File: config.mk
export PLATFORM = sky130hd
export DESIGN_NAME = tnet_cmd_queue_flat
export DESIGN_NICKNAME = d
export VERILOG_FILES = /design/src/rtl/tnet_pkg.sv /design/src/rtl/tnet_cmd_queue_if.sv /design/src/rtl/tnet_sync_fifo.sv /design/src/rtl/tnet_cmd_queue.sv /design/src/flat_wrapper.sv
export SDC_FILE = /design/constraint.sdc
export NUM_CORES = 1
export LEC_CHECK = 0
export CAP_MARGIN = 10
export CORE_ASPECT_RATIO = 1.75
export CORE_UTILIZATION = 30
export DETAILED_ROUTE_END_ITERATION = 10
export PLACE_DENSITY = 0.53
export SKIP_CTS_REPAIR_TIMING = 1
export SLEW_MARGIN = 10
export SYNTH_ARGS = -nofsm -noshare
export SYNTH_HDL_FRONTEND = slang
export SYNTH_HIERARCHICAL = 1
export SYNTH_SLANG_ARGS = --single-unit
File: constraint.sdc
create_clock -name user_clk_i -period 18.8 [get_ports user_clk_i]
set_input_delay 1.88 -clock user_clk_i [delete_from_list [all_inputs] [get_ports user_clk_i]]
set_output_delay 1.88 -clock user_clk_i [all_outputs]
set_load 0.01 [all_outputs]
File: src/rtl/tnet_pkg.sv
// tnet_pkg: header layout and FIFO entry format shared by the tnet command queue.
// The entry carries a capture timestamp only when TNET_CMD_TSTAMP_EN is defined.
package tnet_pkg;
  localparam int TNET_FLAG_SYNC = 5;
  typedef struct packed {
    logic [3:0]  rsvd;
    logic [3:0]  op;
    logic [5:0]  flags;
    logic [9:0]  dst;
    logic [9:0]  src;
    logic [9:0]  step;
    logic [19:0] arg;
  } tnet_hdr_t;
  typedef struct packed {
    tnet_hdr_t   hdr;
    logic [63:0] data;
`ifdef TNET_CMD_TSTAMP_EN
    logic [31:0] tstamp;
`endif
  } tnet_entry_t;
endpackage

File: src/rtl/tnet_cmd_queue_if.sv
// tnet_cmd_queue_if: valid/ready command stream from the queue to the command processor.
interface tnet_cmd_queue_if;
  logic        valid;
  logic        ready;
  logic [3:0]  op;
  logic [5:0]  flags;
  logic [9:0]  dst;
  logic [9:0]  src;
  logic [9:0]  step;
  logic [19:0] arg;
  logic [63:0] data;
  logic [31:0] tstamp;
  modport master (output valid, op, flags, dst, src, step, arg, data, tstamp, input ready);
  modport slave  (input valid, op, flags, dst, src, step, arg, data, tstamp, output ready);
endinterface

File: src/rtl/tnet_sync_fifo.sv
// tnet_sync_fifo: single-clock first-word-fall-through FIFO with wrap-bit pointers.
module tnet_sync_fifo #(
  parameter int DW    = 128,
  parameter int DEPTH = 16
) (
  input  logic                   clk,
  input  logic                   rst,
  input  logic                   push,
  input  logic                   pop,
  input  logic [DW-1:0]          din,
  output logic [DW-1:0]          dout,
  output logic                   full,
  output logic                   empty,
  output logic [$clog2(DEPTH):0] level
);
  localparam int AW = $clog2(DEPTH);
  logic [DW-1:0] mem_q [DEPTH];
  logic [AW:0] wr_q, wr_d, rd_q, rd_d;
  logic do_push, do_pop;
  always_comb begin
    empty = wr_q == rd_q;
    full = (wr_q[AW] != rd_q[AW]) && (wr_q[AW-1:0] == rd_q[AW-1:0]);
    do_pop = pop & ~empty;
    do_push = push & (~full | do_pop);
    wr_d = wr_q + {{AW{1'b0}}, do_push};
    rd_d = rd_q + {{AW{1'b0}}, do_pop};
    level = wr_q - rd_q;
    dout = mem_q[rd_q[AW-1:0]];
  end
  always_ff @(posedge clk) begin
    if (rst) begin
      wr_q <= '0;
      rd_q <= '0;
    end else begin
      wr_q <= wr_d;
      rd_q <= rd_d;
    end
  end
  always_ff @(posedge clk) begin
    if (do_push) mem_q[wr_q[AW-1:0]] <= din;
  end
endmodule

File: src/rtl/tnet_cmd_queue.sv
// tnet_cmd_queue: captures link command requests on their rising edge, buffers and decodes them.
// Define TNET_CMD_TSTAMP_EN to attach a free-running capture timestamp to every entry.
module tnet_cmd_queue
  import tnet_pkg::*;
#(
  parameter int DEPTH  = 16,
  parameter int DROP_W = 8
) (
  input  logic                    user_clk_i,
  input  logic                    user_rst_i,
  input  logic                    cmd_req_i,
  input  logic [63:0]             cmd_i [2],
  input  logic                    clr_stats_i,
  tnet_cmd_queue_if.master        m_cmd,
  output logic [15:0]             rx_cnt_o,
  output logic [DROP_W-1:0]       drop_cnt_o,
  output logic                    overflow_o,
  output logic [$clog2(DEPTH):0]  level_o
);
  localparam int DW = $bits(tnet_entry_t);
  tnet_entry_t din, head;
  logic req_q, req_d, overflow_q, overflow_d;
  logic push, pop, accept, full, empty, unused_rsvd;
  logic [15:0] rx_cnt_q, rx_cnt_d;
  logic [DROP_W-1:0] drop_cnt_q, drop_cnt_d;
`ifdef TNET_CMD_TSTAMP_EN
  logic [31:0] ts_q, ts_d;
`endif
  always_comb begin
    req_d = cmd_req_i;
    push = cmd_req_i & ~req_q;
    pop = ~empty & m_cmd.ready;
    accept = push & (~full | pop);
    rx_cnt_d = clr_stats_i ? '0 : rx_cnt_q + {15'd0, accept};
    drop_cnt_d = clr_stats_i ? '0 : (push & ~accept & ~&drop_cnt_q) ? drop_cnt_q + DROP_W'(1) : drop_cnt_q;
    overflow_d = ~clr_stats_i & (overflow_q | (push & ~accept));
    din.hdr = cmd_i[0];
    din.data = cmd_i[1];
`ifdef TNET_CMD_TSTAMP_EN
    ts_d = ts_q + 32'd1;
    din.tstamp = ts_q;
    m_cmd.tstamp = head.tstamp;
`else
    m_cmd.tstamp = 32'd0;
`endif
    m_cmd.valid = ~empty;
    m_cmd.op = head.hdr.op;
    m_cmd.flags = head.hdr.flags;
    m_cmd.dst = head.hdr.dst;
    m_cmd.src = head.hdr.src;
    m_cmd.step = head.hdr.step;
    m_cmd.arg = head.hdr.arg;
    m_cmd.data = head.data;
    unused_rsvd = ^head.hdr.rsvd;
    rx_cnt_o = rx_cnt_q;
    drop_cnt_o = drop_cnt_q;
    overflow_o = overflow_q;
  end
  always_ff @(posedge user_clk_i) begin
    if (user_rst_i) begin
      req_q <= 1'b0;
      rx_cnt_q <= '0;
      drop_cnt_q <= '0;
      overflow_q <= 1'b0;
    end else begin
      req_q <= req_d;
      rx_cnt_q <= rx_cnt_d;
      drop_cnt_q <= drop_cnt_d;
      overflow_q <= overflow_d;
    end
  end
`ifdef TNET_CMD_TSTAMP_EN
  always_ff @(posedge user_clk_i) begin
    if (user_rst_i) ts_q <= '0;
    else ts_q <= ts_d;
  end
`endif
  tnet_sync_fifo #(.DW(DW), .DEPTH(DEPTH)) u_fifo (
    .clk   (user_clk_i),
    .rst   (user_rst_i),
    .push  (accept),
    .pop   (pop),
    .din   (din),
    .dout  (head),
    .full  (full),
    .empty (empty),
    .level (level_o)
  );
endmodule

File: src/flat_wrapper.sv
// flat-port wrapper written by rule: the top's interface ports become plain ports
module tnet_cmd_queue_flat import tnet_pkg::*;
#(
  parameter int DEPTH  = 16,
  parameter int DROP_W = 8
)
  (user_clk_i, user_rst_i, cmd_req_i, cmd_i, clr_stats_i, rx_cnt_o, drop_cnt_o, overflow_o, level_o, m_cmd_valid, m_cmd_op, m_cmd_flags, m_cmd_dst, m_cmd_src, m_cmd_step, m_cmd_arg, m_cmd_data, m_cmd_tstamp, m_cmd_ready);
  tnet_cmd_queue_if m_cmd_i ();
  input  logic user_clk_i;
  input  logic user_rst_i;
  input  logic cmd_req_i;
  input  logic [63:0] cmd_i[2];
  input  logic clr_stats_i;
  output logic [15:0] rx_cnt_o;
  output logic [DROP_W-1:0] drop_cnt_o;
  output logic overflow_o;
  output logic [$clog2(DEPTH):0] level_o;
  output wire logic [$bits(m_cmd_i.valid)-1:0] m_cmd_valid;
  output wire logic [$bits(m_cmd_i.op)-1:0] m_cmd_op;
  output wire logic [$bits(m_cmd_i.flags)-1:0] m_cmd_flags;
  output wire logic [$bits(m_cmd_i.dst)-1:0] m_cmd_dst;
  output wire logic [$bits(m_cmd_i.src)-1:0] m_cmd_src;
  output wire logic [$bits(m_cmd_i.step)-1:0] m_cmd_step;
  output wire logic [$bits(m_cmd_i.arg)-1:0] m_cmd_arg;
  output wire logic [$bits(m_cmd_i.data)-1:0] m_cmd_data;
  output wire logic [$bits(m_cmd_i.tstamp)-1:0] m_cmd_tstamp;
  input wire logic [$bits(m_cmd_i.ready)-1:0] m_cmd_ready;
  assign m_cmd_valid = m_cmd_i.valid;
  assign m_cmd_op = m_cmd_i.op;
  assign m_cmd_flags = m_cmd_i.flags;
  assign m_cmd_dst = m_cmd_i.dst;
  assign m_cmd_src = m_cmd_i.src;
  assign m_cmd_step = m_cmd_i.step;
  assign m_cmd_arg = m_cmd_i.arg;
  assign m_cmd_data = m_cmd_i.data;
  assign m_cmd_tstamp = m_cmd_i.tstamp;
  assign m_cmd_i.ready = m_cmd_ready;
  tnet_cmd_queue #(.DEPTH(DEPTH), .DROP_W(DROP_W)) u_core (.user_clk_i(user_clk_i), .user_rst_i(user_rst_i), .cmd_req_i(cmd_req_i), .cmd_i(cmd_i), .clr_stats_i(clr_stats_i), .m_cmd(m_cmd_i), .rx_cnt_o(rx_cnt_o), .drop_cnt_o(drop_cnt_o), .overflow_o(overflow_o), .level_o(level_o));
endmodule
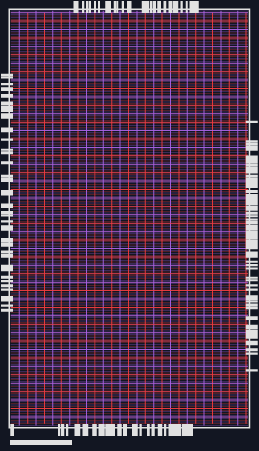
pdn.png
The bar under the picture is 100 um long. Pins as bars on the die edge.
[purple] VSS
[red] VDD
met5 straps: 49
met1 rails: 247
signal pins: 320
met4 straps: 28
rows: 246
chip height: 673 um
worst supply voltage drop on vdd: 0.0000892 V
Die X-Extent: 386 um
standard cell core area: 256,000 um^2

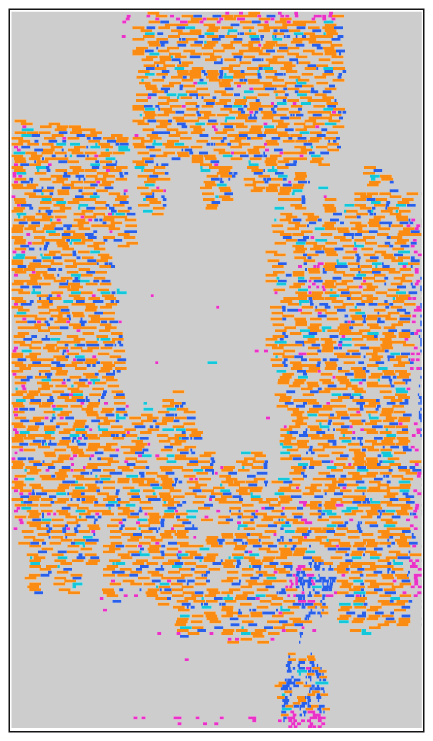
cell_classes.png
Fill, decap, tap and diode cells in gray.
[orange] flip-flops | cells: 2,020 | share of their area: 70%
[blue] all other logic | cells: 1,327 | share of their area: 18%
[cyan] clock drivers and dummy loads | cells: 335 | share of their area: 7.2%
[magenta] other buffers and delay cells | cells: 371 | share of their area: 4.2%

==> impl_metrics.env <==
# physical design summary
export IMPL_outcome="finished clean"
export IMPL_power_density_cell_area_nw_per_um2=104
export IMPL_placed_cells_incl_taps=7066
export IMPL_antennaDiodeCount=6
export IMPL_critPathBufInv=5
export IMPL_crit_path_top_delay_cell="buf_4"
export IMPL_cells_traversed_along_the_worst_timing_path="buf_4 -> buf_12 -> buf_4 -> buf_4 -> mux4_2 -> mux2i_1 -> o21ai_0 -> clkdlybuf4s50_1"
export IMPL_total_negative_setup_slack_ns=0
export IMPL_initialDrtViolationCount=2499
export IMPL_area_after_detailed_placement_um2=83900
export IMPL_crit_start="u_core/u_fifo/rd_q[0]"
export IMPL_min_to="u_core/overflow_o"
export IMPL_grt_ovfl_total=0
export IMPL_fmax_mhz=114
export IMPL_routedLengthMet1_um=76000
export IMPL_nNonClkBuffers=371
export IMPL_tap_cell_count=3348
export IMPL_first_pass_grt_wire_length_um=281000
export IMPL_regToRegSetupSlack_ns=12.38
export IMPL_ff2ff_path_depth=14
export IMPL_ioPinCount=320
export IMPL_hold_class="reg -> reg"
export IMPL_timing_final_ws_setup_ns=10.01
export IMPL_sequential_standard_cell_area_um2=60300
export IMPL_first_global_vias=38846
export IMPL_post_route_min_period_ns=8.79
export IMPL_met1_usage_pct=17.5
export IMPL_crit_path_start_kind="flip-flop"
export IMPL_clock_tree_from_tritoncts="yes"
export IMPL_power_frac_seq_pct=53.3
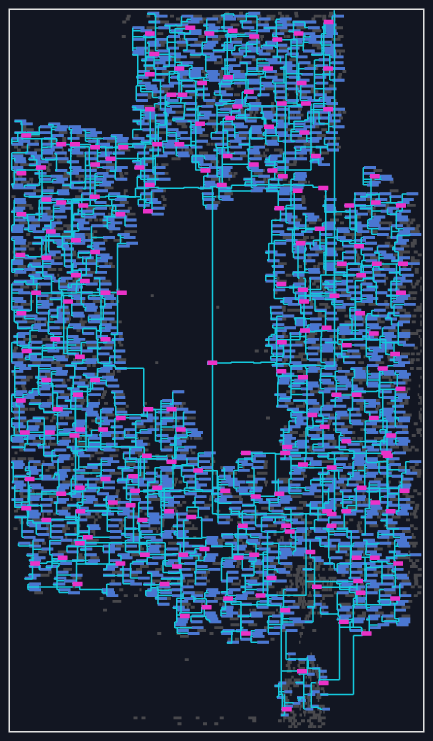
clock_map.png
[blue] flip-flops | count: 2,020
[cyan] clock wires | length: 24.6 mm
[magenta] cells driving clock nets | count: 195
routed clock nets: 196

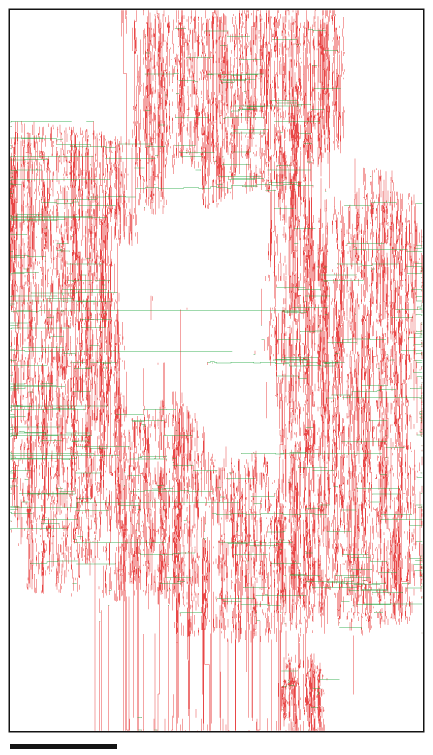
metal_stack.png
The bar under the picture is 100 um long. Only two layers are drawn.
[red] met2 | wire length: 107 mm
[green] met3 | wire length: 9,090 um
total length of routed wires: 197,000 um
DR vias: 36,550
aggregate global-route resource usage: 15.0%
Avg WL per Cell: 26.6 um

